<file path="config.mk">
export PLATFORM = sky130hd
export DESIGN_NAME = calc_seq_flat
export DESIGN_NICKNAME = d
export VERILOG_FILES = /design/src/rtl/calc_seq_if.sv /design/src/rtl/calc_seq.sv /design/src/flat_wrapper.sv
export SDC_FILE = /design/constraint.sdc
export NUM_CORES = 1
export LEC_CHECK = 0
export CAP_MARGIN = 0
export CORE_AREA = 2 2 153 155
export DETAILED_ROUTE_END_ITERATION = 16
export DIE_AREA = 0 0 155 157
export GPL_ROUTABILITY_DRIVEN = 0
export PLACE_DENSITY_LB_ADDON = 0.3
export SLEW_MARGIN = 10
export SYNTH_ARGS = -nofsm -noshare
export SYNTH_HDL_FRONTEND = slang
export SYNTH_SLANG_ARGS = --single-unit
</file>
<file path="constraint.sdc">
create_clock -name clk -period 3.6 [get_ports clk]
set_input_delay 0.36 -clock clk [delete_from_list [all_inputs] [get_ports clk]]
set_output_delay 0.36 -clock clk [all_outputs]
set_load 0.03 [all_outputs]
</file>
<file path="src/rtl/calc_seq_if.sv">
// Command/result handshake bundle between a client and calc_seq.
// The master side issues commands and accepts results; the slave side is the sequencer.
interface calc_seq_if #(
  parameter int unsigned WIDTH = 64
);
  logic             in_valid;
  logic             in_ready;
  logic [2:0]       in_op;
  logic [WIDTH-1:0] in_a;
  logic [WIDTH-1:0] in_b;
  logic             out_valid;
  logic             out_ready;
  logic [WIDTH-1:0] out_result;
  logic [2:0]       out_err;

  modport master (
    output in_valid, in_op, in_a, in_b, out_ready,
    input  in_ready, out_valid, out_result, out_err
  );

  modport slave (
    input  in_valid, in_op, in_a, in_b, out_ready,
    output in_ready, out_valid, out_result, out_err
  );
endinterface

</file>
<file path="src/rtl/calc_seq.sv">
// Command sequencer in front of int_calc: holds operands for a settle window, screens
// bad commands, and builds power out of repeated calculator multiplies.
module calc_seq #(
  parameter int unsigned WIDTH   = 64,
  parameter int unsigned SETTLE  = 2,
  parameter int unsigned MAX_EXP = 64
) (
  input  logic             clk,
  input  logic             rst_n,
  calc_seq_if.slave        bus,
  output logic [2:0]       calc_op,
  output logic [WIDTH-1:0] calc_opa,
  output logic [WIDTH-1:0] calc_opb,
  input  logic [WIDTH-1:0] calc_out
);

  typedef enum logic [1:0] {IDLE, ISSUE, POW, DONE} state_t;

  localparam logic [3:0] SETTLE_LAST = 4'(SETTLE - 1);

  state_t           state;
  logic [3:0]       settle_cnt;
  logic [6:0]       exp_cnt;
  logic [WIDTH-1:0] out_result;
  logic [2:0]       out_err;

  logic b_zero, div_zero, illegal, exp_range, is_pow;

  always_comb begin
    b_zero    = (bus.in_b == '0);
    div_zero  = ((bus.in_op == 3'b011) || (bus.in_op == 3'b100)) && b_zero;
    illegal   = (bus.in_op == 3'b110) || (bus.in_op == 3'b111);
    is_pow    = (bus.in_op == 3'b101);
    exp_range = is_pow && (bus.in_b > WIDTH'(MAX_EXP));
  end

  assign bus.in_ready   = (state == IDLE);
  assign bus.out_valid  = (state == DONE);
  assign bus.out_result = out_result;
  assign bus.out_err    = out_err;

  // calc_opa doubles as the power accumulator: each step multiplies it by the base in calc_opb.
  always_ff @(posedge clk or negedge rst_n) begin
    if (!rst_n) begin
      state      <= IDLE;
      settle_cnt <= '0;
      exp_cnt    <= '0;
      out_result <= '0;
      out_err    <= '0;
      calc_op    <= '0;
      calc_opa   <= '0;
      calc_opb   <= '0;
    end else begin
      case (state)
        IDLE: begin
          if (bus.in_valid) begin
            out_err    <= '0;
            settle_cnt <= '0;
            if (div_zero) begin
              out_result <= '0;
              out_err    <= 3'b001;
              state      <= DONE;
            end else if (illegal) begin
              out_result <= '0;
              out_err    <= 3'b010;
              state      <= DONE;
            end else if (exp_range) begin
              out_result <= '0;
              out_err    <= 3'b100;
              state      <= DONE;
            end else if (is_pow && b_zero) begin
              out_result <= WIDTH'(1);
              state      <= DONE;
            end else if (is_pow) begin
              exp_cnt  <= 7'(bus.in_b);
              calc_op  <= 3'b010;
              calc_opa <= WIDTH'(1);
              calc_opb <= bus.in_a;
              state    <= POW;
            end else begin
              calc_op  <= bus.in_op;
              calc_opa <= bus.in_a;
              calc_opb <= bus.in_b;
              state    <= ISSUE;
            end
          end
        end

        ISSUE: begin
          if (settle_cnt == SETTLE_LAST) begin
            settle_cnt <= '0;
            out_result <= calc_out;
            state      <= DONE;
          end else begin
            settle_cnt <= settle_cnt + 4'd1;
          end
        end

        POW: begin
          if (settle_cnt == SETTLE_LAST) begin
            settle_cnt <= '0;
            exp_cnt    <= exp_cnt - 7'd1;
            if (exp_cnt == 7'd1) begin
              out_result <= calc_out;
              state      <= DONE;
            end else begin
              calc_opa <= calc_out;
            end
          end else begin
            settle_cnt <= settle_cnt + 4'd1;
          end
        end

        DONE: begin
          if (bus.out_ready) state <= IDLE;
        end

        default: state <= IDLE;
      endcase
    end
  end

endmodule

</file>
<file path="src/flat_wrapper.sv">
// flat-port wrapper written by rule: the top's interface ports become plain ports
module calc_seq_flat 
#(
  parameter int unsigned WIDTH   = 64,
  parameter int unsigned SETTLE  = 2,
  parameter int unsigned MAX_EXP = 64
)
  (clk, rst_n, calc_op, calc_opa, calc_opb, calc_out, bus_in_valid, bus_in_op, bus_in_a, bus_in_b, bus_out_ready, bus_in_ready, bus_out_valid, bus_out_result, bus_out_err);
  calc_seq_if #(.WIDTH(WIDTH)) bus_i ();
  input  logic clk;
  input  logic rst_n;
  output logic [2:0] calc_op;
  output logic [WIDTH-1:0] calc_opa;
  output logic [WIDTH-1:0] calc_opb;
  input  logic [WIDTH-1:0] calc_out;
  input wire logic [$bits(bus_i.in_valid)-1:0] bus_in_valid;
  input wire logic [$bits(bus_i.in_op)-1:0] bus_in_op;
  input wire logic [$bits(bus_i.in_a)-1:0] bus_in_a;
  input wire logic [$bits(bus_i.in_b)-1:0] bus_in_b;
  input wire logic [$bits(bus_i.out_ready)-1:0] bus_out_ready;
  output wire logic [$bits(bus_i.in_ready)-1:0] bus_in_ready;
  output wire logic [$bits(bus_i.out_valid)-1:0] bus_out_valid;
  output wire logic [$bits(bus_i.out_result)-1:0] bus_out_result;
  output wire logic [$bits(bus_i.out_err)-1:0] bus_out_err;
  assign bus_i.in_valid = bus_in_valid;
  assign bus_i.in_op = bus_in_op;
  assign bus_i.in_a = bus_in_a;
  assign bus_i.in_b = bus_in_b;
  assign bus_i.out_ready = bus_out_ready;
  assign bus_in_ready = bus_i.in_ready;
  assign bus_out_valid = bus_i.out_valid;
  assign bus_out_result = bus_i.out_result;
  assign bus_out_err = bus_i.out_err;
  calc_seq #(.WIDTH(WIDTH), .SETTLE(SETTLE), .MAX_EXP(MAX_EXP)) u_core (.clk(clk), .rst_n(rst_n), .bus(bus_i), .calc_op(calc_op), .calc_opa(calc_opa), .calc_opb(calc_opb), .calc_out(calc_out));
endmodule
</file>
### Gate-type map, run 1

(2 px per µm)
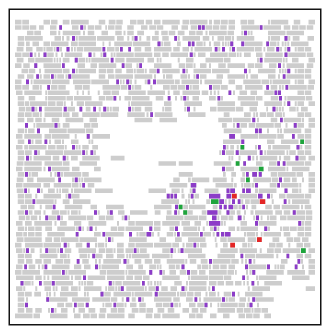
- red: non-inverting ao/oa cells (cells 4; most used a21o_1)
- purple: aoi and oai cells (cells 244; most used o21ai_0; where all over the die)
- green: and/or cells (cells 9; most used or3_1)

### Metal 3, run 1

(3 px per µm)
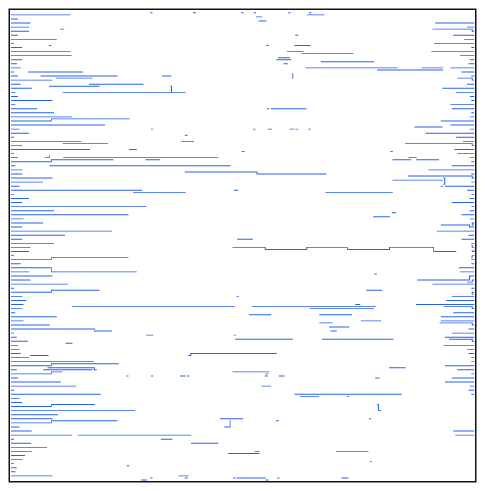
- share of all routed wire: 8.5%
- nets with wire on the layer: 277
- longest straight run: 60.0 µm

### Cell sizes after repair, run 1

(2 px per µm)
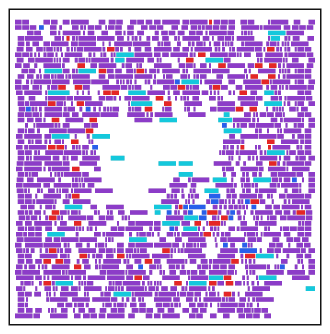
- blue: x3 and x4 (cells 25)
- cyan: x6 and larger (cells 42)
- purple: x1 and smaller (cells 1340)
- red: x2 (cells 69)
area delta synth->final: 51.0%
post-route cell area: 15300 µm²

==> GITHUB_STEP_SUMMARY, run 1 <==
## Implementation flow summary

| Metric | Value |
|---|---|
| Status | complete, but fails checks |
| Failing checks | hold timing |
| Final hold slack | -53.6 ps |
| Nets | ~1700 |
| Global route hottest layer | met2 |
| Crit Path Class | in -> reg |
| Largest net degree at the start of global routing | ~110 |
| RSZ-0062 raised after global routing | false |
| Count leader, synth | nand2_1 |
| Die Y | between 150 and 200 µm |
| Signal buffers | 425 |
| Seq pwr | 4.06 mW |
| Fraction of area in registers | roughly a third |
| Worst path bufs/invs | 3 |
| Post-synthesis mux area share | 13.6% |
| Post-layout util | between 60% and 70% |
| Clkbuf count | 32 |
| MI comb area | around 4500 µm² |
| Critical Path Slowest Stage Cell | nor4_1 |
| Tot GR Track Use | 27.9% |
| Post-route DRC | 0 |
| Initial antenna violation count | 2 |
| Yosys simple share | between 10% and 20% |
| Vias in the first global route | roughly 9600 |
| Final hold violation count | 14 |
| Critical path depth in cells | 10 |
| Total CTS buffers | 25 |
| Hold-fix buffers, CTS | 0 |
| Routed length on met1 | 13300 µm |
| Register-to-Register Path Depth | 6 |
| Syn nets | approximately 1300 |
| GR Overflow Total | 0 |
| CP max stage delay | about 700 ps |
| CP cell instances | clkdlybuf4s50_1, nor4_1, buf_4, nand4_1, or3_1, o311ai_2, a311oi_2, or3_4, buf_12, o21ai_0 |
| Sequential share of power | ~28% |
| Reg2reg end | u_core.settle_cnt[1] |
| GR Util met3 | between 7 and 8% |
==> inputs of run 2 (changes only) <==
--- a/config.mk
+++ b/config.mk
@@ -7,6 +7,7 @@
 export LEC_CHECK = 0
 export CAP_MARGIN = 0
 export CORE_AREA = 2 2 153 155
+export CTS_CLUSTER_DIAMETER = 150
 export DETAILED_ROUTE_END_ITERATION = 16
 export DIE_AREA = 0 0 155 157
 export GPL_ROUTABILITY_DRIVEN = 0
### Cell sizes after repair, run 2

(2 px per µm)
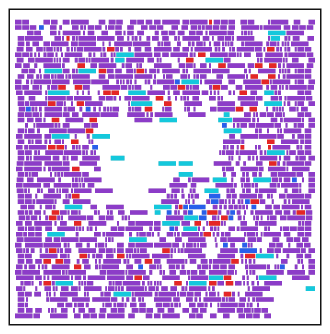
- purple: x1 and smaller (cells 1340)
- red: x2 (cells 69)
- blue: x3 and x4 (cells 25)
- cyan: x6 and larger (cells 42)
final worst setup slack: 382 ps
Signal buffers: 425

### Gate-type map, run 2

(2 px per µm)
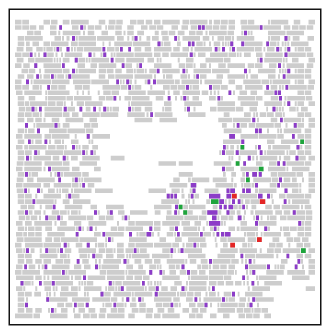
- purple: aoi and oai cells (cells 244; most used o21ai_0; where all over the die)
- green: and/or cells (cells 9; most used or3_1)
- red: non-inverting ao/oa cells (cells 4; most used a21o_1)

==> run 2 against run 1 <==
  * The flow still finishes with violations (hold timing)
  * Combinational power barely moved
  * Register-to-register slack about the same
  * Worst hold slack unchanged
  * Critical path depth unchanged
  * Sequential share of layout area is the same
  * Highest routed layer unchanged
==> GITHUB_STEP_SUMMARY, run 2 <==
## Implementation flow summary

| Metric | Value |
|---|---|
| CP top delay family | simple AND/OR/NAND/NOR gates |
| CP max stage delay | 700 ps |
| Sequential share of power | between 20 and 30% |
| Total CTS buffers | 25 |
| Nets | approximately 1700 |
| Register-to-register setup slack | 1060 ps |
| Seq pwr | 4.06 mW |
| Yosys chip area | between 10000 and 15000 µm² |
| Pre-Place Util | approximately 45% |
| GR Util met3 | 7.93% |
| Crit Path Class | in -> reg |
| Area leader share | between 50% and 60% |
| Tot GR Track Use | ~28% |
| Reg2reg end | u_core.settle_cnt[1] |
| Post-route cell area | about 15000 µm² |
| Syn Area/Cell | around 9.3 µm² |
| Final hold slack | -53.6 ps |
| MI comb area | between 4000 and 5000 µm² |
| Area post-placement | 14500 µm² |
| Drt initial violations | 439 |
| GR Overflow Total | 0 |
| Register-to-Register Path Depth | 6 |
| Routed length on met1 | 13300 µm |
| Largest net degree at the start of global routing | around 110 |
| Internal Power | between 8 and 9 mW |
| Critical path depth in cells | 10 |
| Die Y | approximately 160 µm |
| Switching part of the total power | about 44% |
| Failing checks | hold timing |
| Initial antenna violation count | 2 |
| RSZ-0062 raised after global routing | false |
| Core footprint | approximately 23000 µm² |
| Count leader, synth | nand2_1 |
| Area delta synth->final | 51.0% |
| Yosys simple share | 16.3% |
| Seq_cells | about 210 |
| Clkbuf count | 32 |
| Vias in the first global route | ~9600 |
| Final hold violation count | 14 |
| Syn nets | 1291 |
| Worst path bufs/invs | 3 |
| Post-layout util | between 60% and 70% |
| Wire per inst | around 20 µm |
| Global route hottest layer | met2 |
| Fraction of area in registers | about 35% |
| Status | complete, but fails checks |
| CTS Root Cell | clkbuf_16 |
No activity file was given, so power comes from the tool's default toggle rates.
